[config.mk]
export PLATFORM = sky130hd
export DESIGN_NAME = alu_multicycle
export DESIGN_NICKNAME = d
export VERILOG_FILES = /design/src/rtl/alu_pkg.sv /design/src/rtl/alu_multicycle_seq_multiplier.sv /design/src/rtl/alu_multicycle.sv
export SDC_FILE = /design/constraint.sdc
export NUM_CORES = 1
export LEC_CHECK = 0
export CORE_AREA = 10 10 112 215
export CTS_BUF_LIST = sky130_fd_sc_hd__clkbuf_8
export DETAILED_ROUTE_END_ITERATION = 6
export DIE_AREA = 0 0 122 225
export PLACE_DENSITY = 0.66
export SLEW_MARGIN = 5
export SYNTH_ARGS = -nofsm -noshare
export SYNTH_HDL_FRONTEND = slang
export SYNTH_HIERARCHICAL = 1
export SYNTH_SLANG_ARGS = --single-unit
[constraint.sdc]
create_clock -name clk -period 3.4 [get_ports clk]
set_clock_uncertainty 0.15 [all_clocks]
set_input_delay 0.68 -clock clk [delete_from_list [all_inputs] [get_ports clk]]
set_output_delay 0.68 -clock clk [all_outputs]
set_load 0.05 [all_outputs]
[src/rtl/alu_pkg.sv]
// Shared ALU operation codes and execute-unit FSM state type.
// The alucontrol decoder imports the same code constants.
`timescale 1ns/1ps
package alu_pkg;

  localparam int ALU_OP_W = 4;

  // Operation codes emitted by the ALU control decoder
  typedef enum logic [ALU_OP_W-1:0] {
    ALU_AND = 4'b0000,
    ALU_OR  = 4'b0001,
    ALU_ADD = 4'b0010,
    ALU_SLL = 4'b0011,
    ALU_SUB = 4'b0110,
    ALU_SLT = 4'b0111,
    ALU_NOR = 4'b1100,
    ALU_MUL = 4'b1111
  } alu_op_t;

  // Execute unit control state
  typedef enum logic [0:0] {
    IDLE = 1'b0,
    MUL  = 1'b1
  } alu_state_t;

endpackage

[src/rtl/alu_multicycle_seq_multiplier.sv]
// seq_multiplier: iterative shift-add multiply datapath.
// load captures the operands and clears the accumulator; each step
// conditionally adds the multiplicand and shifts both operands.
// Control (iteration count, completion) lives in the parent FSM.
`timescale 1ns/1ps
module seq_multiplier #(
  parameter int WIDTH = 32
) (
  input  logic             clk,
  input  logic             load,
  input  logic             step,
  input  logic [WIDTH-1:0] a,
  input  logic [WIDTH-1:0] b,
  output logic [WIDTH-1:0] acc
);

  logic [WIDTH-1:0] mcand;
  logic [WIDTH-1:0] mplier;

  // Datapath registers carry no reset: the FSM never reads them before a load
  always_ff @(posedge clk) begin
    if (load) begin
      mcand  <= a;
      mplier <= b;
      acc    <= '0;
    end else if (step) begin
      if (mplier[0]) begin
        acc <= acc + mcand;
      end
      mcand  <= mcand << 1;
      mplier <= mplier >> 1;
    end
  end

endmodule

[src/rtl/alu_multicycle.sv]
// alu_multicycle: EX-stage execute unit.
// Single-cycle ops produce a registered result one cycle after launch.
// Optional feature macro ALU_MUL_EN compiles in the iterative multiplier
// (code 1111); without it 1111 is answered as an illegal code and busy is 0.
`timescale 1ns/1ps
module alu_multicycle
  import alu_pkg::*;
#(
  parameter int WIDTH = 32
) (
  input  logic             clk,
  input  logic             reset,
  input  logic             start,
  input  logic [3:0]       alucontrol,
  input  logic [WIDTH-1:0] a,
  input  logic [WIDTH-1:0] b,
  input  logic [4:0]       shamt,
  output logic [WIDTH-1:0] result,
  output logic             zero,
  output logic             busy,
  output logic             done,
  output logic             illegal
);

  alu_op_t          op;
  logic [WIDTH-1:0] op_result;
  logic             op_illegal;
  logic             launch;
  logic             mul_load;
  logic             mul_finish;
  logic [WIDTH-1:0] mul_acc;

  assign op = alu_op_t'(alucontrol);

  // Combinational single-cycle operations; unknown codes flag illegal with a zero result
  always_comb begin
    op_result  = '0;
    op_illegal = 1'b0;
    case (op)
      ALU_AND: op_result = a & b;
      ALU_OR:  op_result = a | b;
      ALU_ADD: op_result = a + b;
      ALU_SLL: op_result = b << shamt;
      ALU_SUB: op_result = a - b;
      ALU_SLT: op_result = {{(WIDTH-1){1'b0}}, ($signed(a) < $signed(b))};
      ALU_NOR: op_result = ~(a | b);
`ifdef ALU_MUL_EN
      ALU_MUL: op_result = '0;
`endif
      default: op_illegal = 1'b1;
    endcase
  end

`ifdef ALU_MUL_EN
  // cnt counts completed iterations; the value WIDTH marks the write-back cycle
  localparam int CNT_W = $clog2(WIDTH) + 1;

  alu_state_t       state;
  logic [CNT_W-1:0] cnt;
  logic             mul_step;

  assign launch     = start && (state == IDLE);
  assign mul_load   = launch && (op == ALU_MUL);
  assign mul_step   = (state == MUL) && (cnt != CNT_W'(WIDTH));
  assign mul_finish = (state == MUL) && (cnt == CNT_W'(WIDTH));
  assign busy       = (state == MUL);

  seq_multiplier #(
    .WIDTH (WIDTH)
  ) u_seq_multiplier (
    .clk  (clk),
    .load (mul_load),
    .step (mul_step),
    .a    (a),
    .b    (b),
    .acc  (mul_acc)
  );

  // Multiply sequencing: WIDTH shift-add iterations, then one write-back cycle
  always_ff @(posedge clk or posedge reset) begin
    if (reset) begin
      state <= IDLE;
      cnt   <= '0;
    end else begin
      case (state)
        IDLE: begin
          if (mul_load) begin
            state <= MUL;
            cnt   <= '0;
          end
        end
        MUL: begin
          if (mul_finish) begin
            state <= IDLE;
            cnt   <= '0;
          end else begin
            cnt <= cnt + 1'b1;
          end
        end
        default: begin
          state <= IDLE;
          cnt   <= '0;
        end
      endcase
    end
  end
`else
  assign launch     = start;
  assign mul_load   = 1'b0;
  assign mul_finish = 1'b0;
  assign mul_acc    = '0;
  assign busy       = 1'b0;
`endif

  // Result register: written on single-cycle launch or multiply completion, held otherwise
  always_ff @(posedge clk or posedge reset) begin
    if (reset) begin
      result  <= '0;
      zero    <= 1'b1;
      done    <= 1'b0;
      illegal <= 1'b0;
    end else begin
      done    <= 1'b0;
      illegal <= 1'b0;
      if (mul_finish) begin
        result <= mul_acc;
        zero   <= (mul_acc == '0);
        done   <= 1'b1;
      end else if (launch && !mul_load) begin
        result  <= op_result;
        zero    <= (op_result == '0);
        done    <= 1'b1;
        illegal <= op_illegal;
      end
    end
  end

endmodule

**Run 1: routing congestion map**

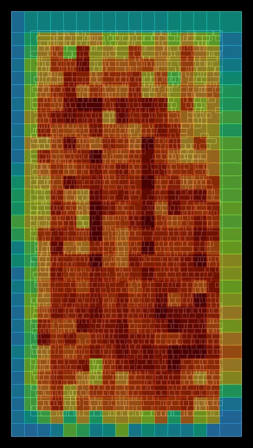
post-layout utilization of the core: 78.3%
drt wl/cell: 26.4 um
met1 usage: 39.7%

**Run 1: I/O pins on the die edge**

Drawn at 3 px/um. Pins as bars across the die edge, other pins in grey.
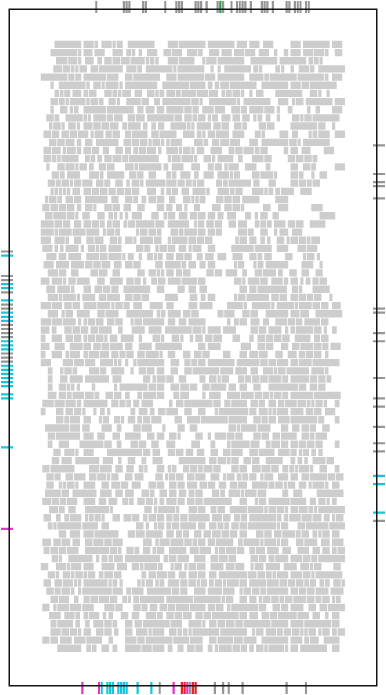
- magenta: shamt (pins 5; direction input; edge 4 bottom, 1 left)
- green: done (pins 1; direction output; edge top)
- cyan: b (pins 32; direction input; edge 19 left, 10 bottom, 3 right)
- red: alucontrol (pins 4; direction input; edge bottom)
- all pins by edge: 34 top, 33 left, 26 bottom, 19 right
IO Port Bufs: 110
die y size: 225 um
Die W: 122 um

**Run 1: cell classes on the final placement**

Drawn at 2 px/um.
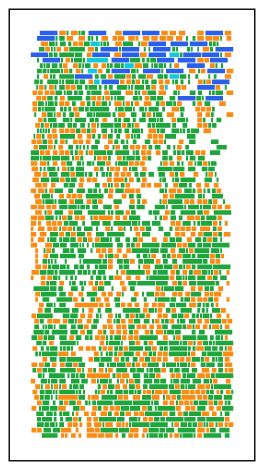
- cyan: clock drivers and dummy loads (cells 8)
- green: combinational and other logic (cells 1109)
- orange: remaining buffers and delay cells (cells 698)
- blue: sequential cells (cells 35)
fin area: 16200 um^2
number of core rows: 75
core area: 20700 um^2
sequential share of cell area: 5.40%

**Run 1: layout detail**

Window x 48 to 73, y 55 to 80 um. Cells in grey, sequential cells in the stronger grey; small squares are vias.
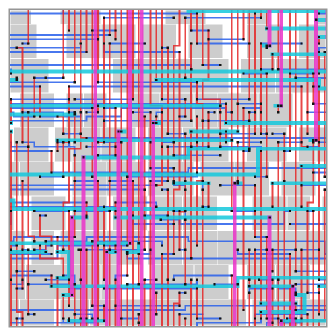
- magenta: metal 4
- blue: metal 1
- red: metal 2
- cyan: metal 3
- most frequent: buf_4 (32), nand2_1 (5)
- sequential cells in the window: 0
- cells with their middle in the window: 63

==> results.sh, run 1 <==
# flow metrics
export IMPL_reg2reg_from="zero"
export IMPL_fin_crit_ns=4.18
export IMPL_grt_pass1_wl_mm=78.4
export IMPL_hold_viol=0
export IMPL_setup_ws_ns=-0.784
export IMPL_synthCells=1234
export IMPL_ys_flops=35
export IMPL_ff_type="dfrtp_1"
export IMPL_grt_pass1_vias=13552
export IMPL_setup_viol=13
export IMPL_first_pass_iters=7
export IMPL_synth_top_area_share_pct=13.8
export IMPL_worstSetupPathDepth=15
export IMPL_violations="negative setup slack"
export IMPL_start_kind="input pin"
export IMPL_min_path_cells=2
export IMPL_synthTopCellsByArea="ha_1, dfrtp_1, a21oi_1"
export IMPL_critical_path_class="in -> reg"
export IMPL_path_cells="buf_2, inv_2, ha_1, a21oi_2, a2111oi_4, buf_4, or3_4, a221o_1, a21boi_2, buf_4, o21ai_1, nor4_1, and4_1, or4b_4, o32ai_2"
export IMPL_p_leak_nw=7.36
export IMPL_yosys_stat_area_um2=9150
export IMPL_cp_max_fo=4
export IMPL_cts_tree="done"
export IMPL_cts_root_buf="clkbuf_8"
export IMPL_cts_buffers=5
export IMPL_cp_top_family="AND-OR/OR-AND gates"
export IMPL_cap_violations=0
export IMPL_cp_endpoint="zero"
export IMPL_synth_area_per_cell_um2=7.41
export IMPL_crit_start="b[3]"
export IMPL_ys_async_sr_fraction_pct=100
export IMPL_power_density_nw_per_um2=247
export IMPL_place_ws_ns=-1.56
export IMPL_status="finished, violations left"
export IMPL_yosysUniqueCellTypes=100
export IMPL_mux_share_pct=9.70
export IMPL_irDropWorstVdd_uv=231
export IMPL_max_freq_ghz=0.239
export IMPL_clock_sinks=35
[run 1: metrics by stage]
stage | hold WS (ns) | instance area, um^2 | std cells
floorplan | 0.453 | 9160 | 1234
CTS | 0.353 | 15600 | 2102
global placement | 0.325 | 14000 | 2053
global route | 0.362 | 16200 | 2119
finish | 0.354 | 16200 | 2119
detailed placement | 0.335 | 14000 | 2053
[run 1: where the power goes]
group	switching [W]	total (W)	internal, W
combinational	0.00169	0.00312	0.00142
clock	0.000164	0.000382	0.000218
sequential	0.0000327	0.000504	0.000471
[run 1: routing by layer]
layer / track usage [%] / wire (um)
met3: 6.17 / 5010
met2: 62.7 / 26400
met5: 0 / 13
met1: 39.7 / 18700
met4: 28.6 / 5720
[run 1: worst register-to-register path, delay by kind of cell, from the launching register on]
| family | cells | cell delay, ns |
|---|---|---|
| DFF | 1 | 0.54 |
| AOI/OAI and AO/OA | 1 | 0.11 |
| buffers and inverters | 1 | 0.06 |
[run 1: area by class of cell]
type	instances	area share [%]
Multi-Input combinational cell	1007	54.8
Timing Repair Buffer	698	34.6
Sequential cell	35	5.40
Inverter	102	2.47
Tap cell	269	2.07
Clock buffer	5	0.424
Clock inverter	3	0.270
[run 1: cells by family after synthesis]
kind of cell	count (synthesis)
other	1
AOI/OAI and AO/OA	449
xor gates and xnor gates	9
and+or+nand+nor	377
muxes	68
buffers and inverters	192
DFF	35
adders and majority gates	103
[run 1: registers in the layout, summed over array words and instances (netlist names)]
| signal | count |
|---|---|
| illegal | 1 |
| done | 1 |
| zero | 1 |
| result | 32 |
[run 1: what timing repair did]
action	in CTS	in global routing
buffers inserted	42	20
pin swaps	89	71
setup endpoints to repair	26	16
cloned	2	0
resized	386	178
**Run 1: logic cells by family**

Drawn at 1.5 px/um.
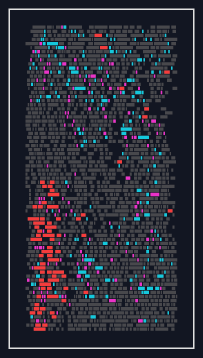

==> run 1 -> run 2 <==
--- a/config.mk
+++ b/config.mk
@@ -15,3 +15,4 @@
 export SYNTH_HDL_FRONTEND = slang
 export SYNTH_HIERARCHICAL = 1
 export SYNTH_SLANG_ARGS = --single-unit
+export TNS_END_PERCENT = 1
==> constraint.sdc (replaced) <==
create_clock -name clk -period 4.34 [get_ports clk]
set_clock_uncertainty 0.15 [all_clocks]
set_input_delay 0.868 -clock clk [delete_from_list [all_inputs] [get_ports clk]]
set_output_delay 0.868 -clock clk [all_outputs]
set_load 0.05 [all_outputs]
**Run 2: logic cells by family**

Drawn at 1.5 px/um.
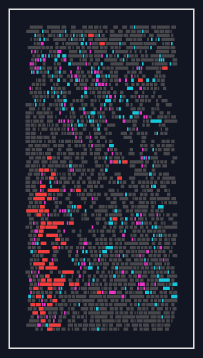
- red: mux cells (cells 68; most used mux2i_1)
- magenta: nand cells (cells 145; most used nand2_1)
- cyan: nor cells (cells 183; most used nor2_1)
Comb area share: 55.7%
Finished Layout Cells: 2010
most used logic cell in the final layout: buf_4

**Run 2: layout detail**

Window x 48 to 73, y 55 to 80 um. Cells in grey, sequential cells in the stronger grey; small squares are vias.
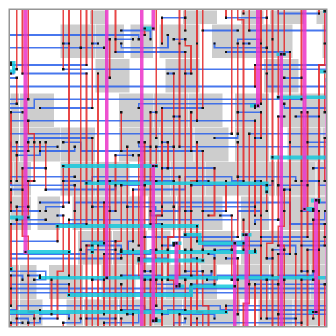
- blue: metal 1
- cyan: metal 3
- red: metal 2
- magenta: metal 4
- most frequent: buf_4 (32), nand2_1 (3), nor2_1 (3)
- cells with their middle in the window: 62
- sequential cells in the window: 0

==> run 2 against run 1 <==
  * The run still ends with negative setup slack left
  * Register-to-register slack better by 0.96 ns
  * Final cell count fell by 5.1%
  * Clock power down 41%
  * Die size did not move
  * Worst hold slack got worse by 0.0082 ns
  * Setup slack improved by 0.62 ns
  * Design area is 11% lower
  * Routed wire length down 9.5%
  * Largest cell class unchanged
==> results.sh, run 2 <==
# flow metrics
export IMPL_vias_per_cell=6.32
export IMPL_n_antenna_cell=0
export IMPL_numPortBuffers=110
export IMPL_fin_crit_ns=4.50
export IMPL_yosysTopAreaCell="ha_1"
export IMPL_fin_tns_setup_ns=-0.161
export IMPL_cts_tree="done"
export IMPL_p_comb_share_pct=77.5
export IMPL_switching_share_pct=47.8
export IMPL_area_growth_pct=58.4
export IMPL_critPathMostFrequentCell="inv_1"
export IMPL_hold_viol=0
export IMPL_hp_start="zero"
export IMPL_first_pass_iters=6
export IMPL_gp_congestion=1.19
export IMPL_cts_root_buf="clkbuf_8"
export IMPL_num_io_pins=112
export IMPL_setup_ws_ns=-0.161
export IMPL_clkPwrFrac_pct=8.2
export IMPL_violations="negative setup slack"
export IMPL_synth_top_area_share_pct=13.8
export IMPL_worst_path_buf_inv=4
export IMPL_ant_nets=0
export IMPL_synthTopCellsByCount="nor2_1, ha_1, inv_1, nand2_1, a21oi_1"
export IMPL_place_ws_ns=-0.880
export IMPL_edf_count=0
export IMPL_synthTopCellsByArea="ha_1, dfrtp_1, a21oi_1"
export IMPL_grt_pass1_wl_mm=75.3
export IMPL_cp_max_fo=5
export IMPL_min_path_cells=2
export IMPL_synth_area_per_cell_um2=7.41
export IMPL_clk_path_buf_depth=2
export IMPL_ys_flops=35
export IMPL_cts_buffers=5
export IMPL_path_cells="clkdlybuf4s50_1, inv_1, ha_4, inv_1, a21oi_2, nand2_1, a211o_1, xnor2_1, a221oi_2, nand4_1, buf_4, and4bb_2, and4_4, or4b_4, o32ai_2"
export IMPL_worstPathArrival_ns=4.55
export IMPL_core_area_um2=20700
export IMPL_worstSetupPathDepth=15
export IMPL_pwr_share_seq_pct=14.2
export IMPL_gr_total_overflow=0
export IMPL_power_density_nw_per_um2=191
export IMPL_top_register="result"
export IMPL_status="finished, violations left"
export IMPL_seqCellArea_um2=877
export IMPL_largest_reg_flops=32
export IMPL_cap_violations=0
export IMPL_post_drt_wl_per_cell_um=25.2
export IMPL_clock_sinks=35
export IMPL_start_kind="input pin"
export IMPL_p_switching_w=0.00132
export IMPL_cp_top_family="simple AND/OR/NAND/NOR gates"
export IMPL_drcViolationCount=0
export IMPL_place_area_um2=13400
export IMPL_design_area_um2=14500
export IMPL_die_x_um=122
export IMPL_die_h_um=225
export IMPL_place_hpwl_mm=41.2
export IMPL_antenna_found_initial=1
export IMPL_grt_pass1_vias=12966
export IMPL_p_leak_nw=6.63
export IMPL_internal_power_w=0.00144
export IMPL_synthCells=1234
export IMPL_critical_path_class="in -> reg"
export IMPL_yosysUniqueCellTypes=100
export IMPL_irDropWorstVdd_uv=205
export IMPL_timing_hold_ws_ns=0.346
export IMPL_ys_async_sr_fraction_pct=100
export IMPL_total_power_w=0.00276
export IMPL_reg2reg_from="zero"
export IMPL_yosys_stat_area_um2=9150
export IMPL_setup_viol=1
export IMPL_max_freq_ghz=0.222
export IMPL_rows=75
export IMPL_crit_start="a[5]"
export IMPL_dp_cells=1978
export IMPL_ff_type="dfrtp_1"
export IMPL_cp_endpoint="zero"
**Run 2: routing congestion map**

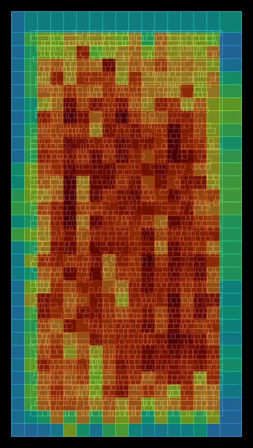
met3 Use GR: 4.72%
Top Usage Layer GRT: met2
GR Util met2: 59.8%
post-layout utilization of the core: 69.9%
met1 usage: 38.3%

==> run 2: cell counts after synthesis <==
Identical to the previous run, type by type.
==> run 2: logic make-up (layout without fill, tap and decap cells) <==
group / count (synthesis) / count (layout) / share of synthesized area [%]
other: 1 / 1 / 0.0410
muxes: 68 / 68 / 9.70
buffers and inverters: 192 / 699 / 11.1
DFF: 35 / 35 / 9.59
xor gates and xnor gates: 9 / 9 / 0.862
adders and majority gates: 103 / 103 / 14.3
AOI/OAI and AO/OA: 449 / 449 / 34.3
and+or+nand+nor: 377 / 377 / 20.2
==> run 2: area by class of cell <==
type	count	area share [%]
sequential	35	6.05
tap	269	2.32
clock buffer	5	0.475
multi-input combinational	1007	55.7
clock inverter	3	0.112
timing repair buffer	589	32.7
inverter	102	2.64
==> run 2: timing repair <==
action | in CTS | in global routing
pin swaps | 38 | 15
setup buffers | 21 | 4
gates resized | 158 | 31
endpoints found under the setup margin | 7 | 5
hold buffers | 0 | 0
==> run 2: metal layers <==
metal,track usage (%),share of wire (%),vias to the layer above,wire [um]
met3,4.72,6.5,250,3280
met5,0,0,-,0
li1,-,-,5641,-
met1,38.3,35,6058,17500
met4,29.7,11,0,5350
met2,59.8,48,754,24400
==> run 2: power by group through the flow <==
stage | Clock [W] | Sequential (W) | Combinational, W
2_1_floorplan | 0 | 0.000552 | 0.000801
3_3_place_gp | 0 | 0.000398 | 0.00188
3_5_place_dp | 0 | 0.000400 | 0.00190
4_1_cts | 0.000230 | 0.000394 | 0.00204
5_1_grt | 0.000248 | 0.000398 | 0.00225
6_report | 0.000227 | 0.000394 | 0.00214
==> run 2: worst min-delay path, cell delays in order, from the launching register on <==
cell     delay (ns)
dfstp_2        0.37
inv_1          0.06
o32ai_2        0.07
**Run 2: cell classes on the final placement**

Drawn at 2 px/um.
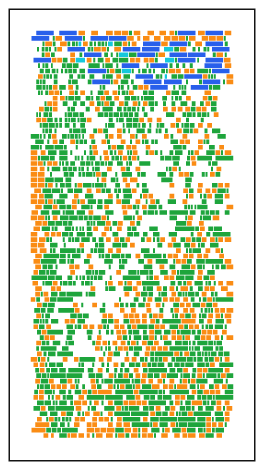

==> run 2 -> run 3 <==
--- a/config.mk
+++ b/config.mk
@@ -5,14 +5,13 @@
 export SDC_FILE = /design/constraint.sdc
 export NUM_CORES = 1
 export LEC_CHECK = 0
-export CORE_AREA = 10 10 112 215
+export CORE_AREA = 10 10 118 227
 export CTS_BUF_LIST = sky130_fd_sc_hd__clkbuf_8
 export DETAILED_ROUTE_END_ITERATION = 6
-export DIE_AREA = 0 0 122 225
-export PLACE_DENSITY = 0.66
+export DIE_AREA = 0 0 128 237
 export SLEW_MARGIN = 5
 export SYNTH_ARGS = -nofsm -noshare
 export SYNTH_HDL_FRONTEND = slang
 export SYNTH_HIERARCHICAL = 1
 export SYNTH_SLANG_ARGS = --single-unit
-export TNS_END_PERCENT = 1
+export TNS_END_PERCENT = 5
**Run 3: cell classes on the final placement**

Drawn at 2 px/um.
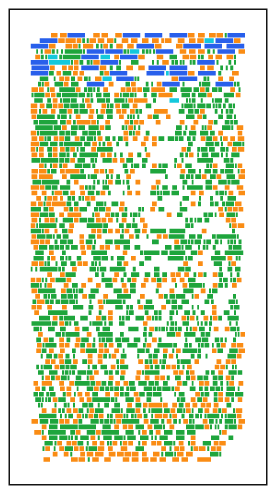
number of core rows: 79
post-layout utilization of the core: 64.6%
fin area: 15000 um^2

**Run 3: I/O pins on the die edge**

Drawn at 2 px/um. Pins as bars across the die edge, other pins in grey.
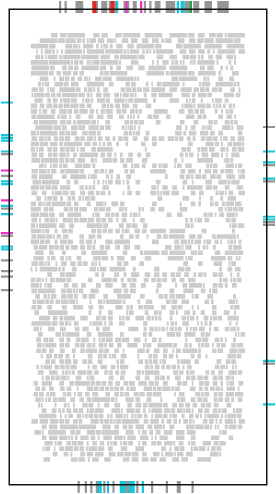
Die W: 128 um
die y size: 237 um

**Run 3: logic cells by family**

Drawn at 1.5 px/um.
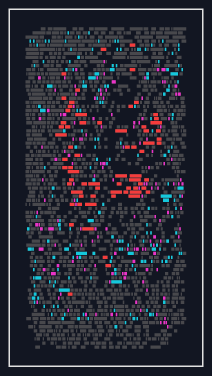
Comb area share: 54.4%
Finished Layout Cells: 2053

==> run 3 against run 2 <==
  * The flow still finishes with violations (negative setup slack)
  * Global-route usage is 2.1 points lower
  * Sequential share of layout area decreased by 0.19 points
  * Combinational power is 2% higher
  * Critical endpoint unchanged
  * Critical path depth shrank 2
==> results.sh, run 3 <==
# flow metrics
export IMPL_cts_setup_buffers=8
export IMPL_lay_top_count="buf_4"
export IMPL_grt_pass1_wl_mm=77.1
export IMPL_n_antenna_cell=0
export IMPL_start_kind="input pin"
export IMPL_place_hpwl_mm=44.0
export IMPL_cts_root_buf="clkbuf_8"
export IMPL_synthCells=1234
export IMPL_hold_viol=0
export IMPL_xor_share_pct=0.862
export IMPL_status="finished, violations left"
export IMPL_numPortBuffers=110
export IMPL_mux_share_pct=9.70
export IMPL_worstSetupPathDepth=13
export IMPL_synthTopCellsByArea="ha_1, dfrtp_1, a21oi_1"
export IMPL_cts_max_level=2
export IMPL_crit_required_ns=4.41
export IMPL_ys_async_sr_fraction_pct=100
export IMPL_cp_max_fo=15
export IMPL_cap_violations=0
export IMPL_topCombFamilyByArea="AND-OR/OR-AND gates"
export IMPL_total_power_w=0.00289
export IMPL_clock_sinks=35
export IMPL_antenna_found_initial=1
export IMPL_grt_pass1_vias=12582
export IMPL_place_ws_ns=-1.04
export IMPL_first_pass_iters=5
export IMPL_warning_count=97
export IMPL_p_leak_nw=6.87
export IMPL_max_freq_ghz=0.223
export IMPL_path_cells="clkdlybuf4s50_1, buf_12, buf_4, mux2i_1, nor2_1, mux2i_2, o22ai_1, a221oi_2, nand4_1, and4bb_2, and4_1, or4b_4, o32ai_2"
export IMPL_irDropWorstVdd_uv=349
export IMPL_critical_path_class="in -> reg"
export IMPL_yosysTopAreaCell="ha_1"
export IMPL_fin_tns_setup_ns=-0.153
export IMPL_setup_viol=2
export IMPL_vias=12429
export IMPL_worst_path_buf_inv=3
export IMPL_yosysUniqueCellTypes=100
export IMPL_gr_total_overflow=0
export IMPL_fa_ha_area_share_pct=14.3
export IMPL_worstPathArrival_ns=4.54
export IMPL_num_io_pins=112
export IMPL_cts_buffers=5
export IMPL_post_drt_wl_per_cell_um=25.6
export IMPL_edf_count=0
export IMPL_ys_sh_simple_pct=20.2
export IMPL_cts_hold_buf=0
export IMPL_setup_ws_ns=-0.135
export IMPL_violations="negative setup slack"
export IMPL_gp_congestion=1.08
export IMPL_ant_nets=0
export IMPL_clk_path_buf_depth=2
export IMPL_core_area_um2=23100
export IMPL_yosys_stat_area_um2=9150
export IMPL_ys_sh_aoi_pct=34.3
export IMPL_top_register="result"
export IMPL_area_growth_pct=63.5
export IMPL_ff_type="dfrtp_1"
export IMPL_min_path_cells=1
export IMPL_cts_resized=120
export IMPL_synthTopCellsByCount="nor2_1, ha_1, inv_1, nand2_1, a21oi_1"
export IMPL_cp_top_family="simple AND/OR/NAND/NOR gates"
export IMPL_synth_area_per_cell_um2=7.41
export IMPL_power_density_nw_per_um2=193
export IMPL_fin_crit_ns=4.48
export IMPL_drcViolationCount=0
run 3: cell types whose count changed in the layout (fill, tap and decap cells not counted), moves of 3 or more:
cell	before	now
buf_4	468	491
clkdlybuf4s15_1	0	4
a21oi_2	10	13
dlymetal6s2s_1	0	5
dlygate4sd2_1	16	8
inv_2	14	20
nor2_2	6	3
inv_1	89	81
nor4_1	14	10
buf_12	4	11
run 3: cell type report:
class	count	area, um^2	area share, %
Multi-Input combinational cell	1007	8140	54.4
Timing Repair Buffer	618	5080	34.0
Sequential cell	35	877	5.87
Inverter	102	385	2.58
Tap cell	283	354	2.37
Clock buffer	6	82.6	0.552
Clock inverter	2	35.0	0.234
run 3: per-layer routing:
layer  global-route usage [%]  routed length [um]  vias up
li1                         -                   -     5716
met1                     30.9               16400     5884
met2                     61.3               27100      571
met3                     3.74                2370      258
met4                     30.9                6650        0
met5                        0                   0        -
run 3: final timing paths:
check / start / slack [ns] / endpoint
max in group asynchronous: reset / 2.39 / result[1]
setup / recovery: shamt[0] / -0.14 / zero
min in group asynchronous: reset / 0.94 / result[27]
hold reg to reg: result[16] / 0.33 / result[16]
setup reg to reg: zero / 3.42 / zero
hold / removal: result[16] / 0.33 / result[16]
run 3: metrics by stage:
step | hold slack (ns) | std cells
2_1_floorplan | 0.453 | 1234
3_3_place_gp | 0.316 | 2024
3_5_place_dp | 0.316 | 2024
4_1_cts | 0.333 | 2039
5_1_grt | 0.362 | 2053
6_report | 0.327 | 2053
run 3: report_power, final:
| part | internal [W] | total, W | switching (W) |
|---|---|---|---|
| Sequential | 0.000369 | 0.000392 | 0.0000229 |
| Combinational | 0.000994 | 0.00219 | 0.00119 |
| Clock | 0.000186 | 0.000308 | 0.000122 |
| Total | 0.00155 | 0.00289 | 0.00134 |
Power is estimated from default activity; no workload was simulated.
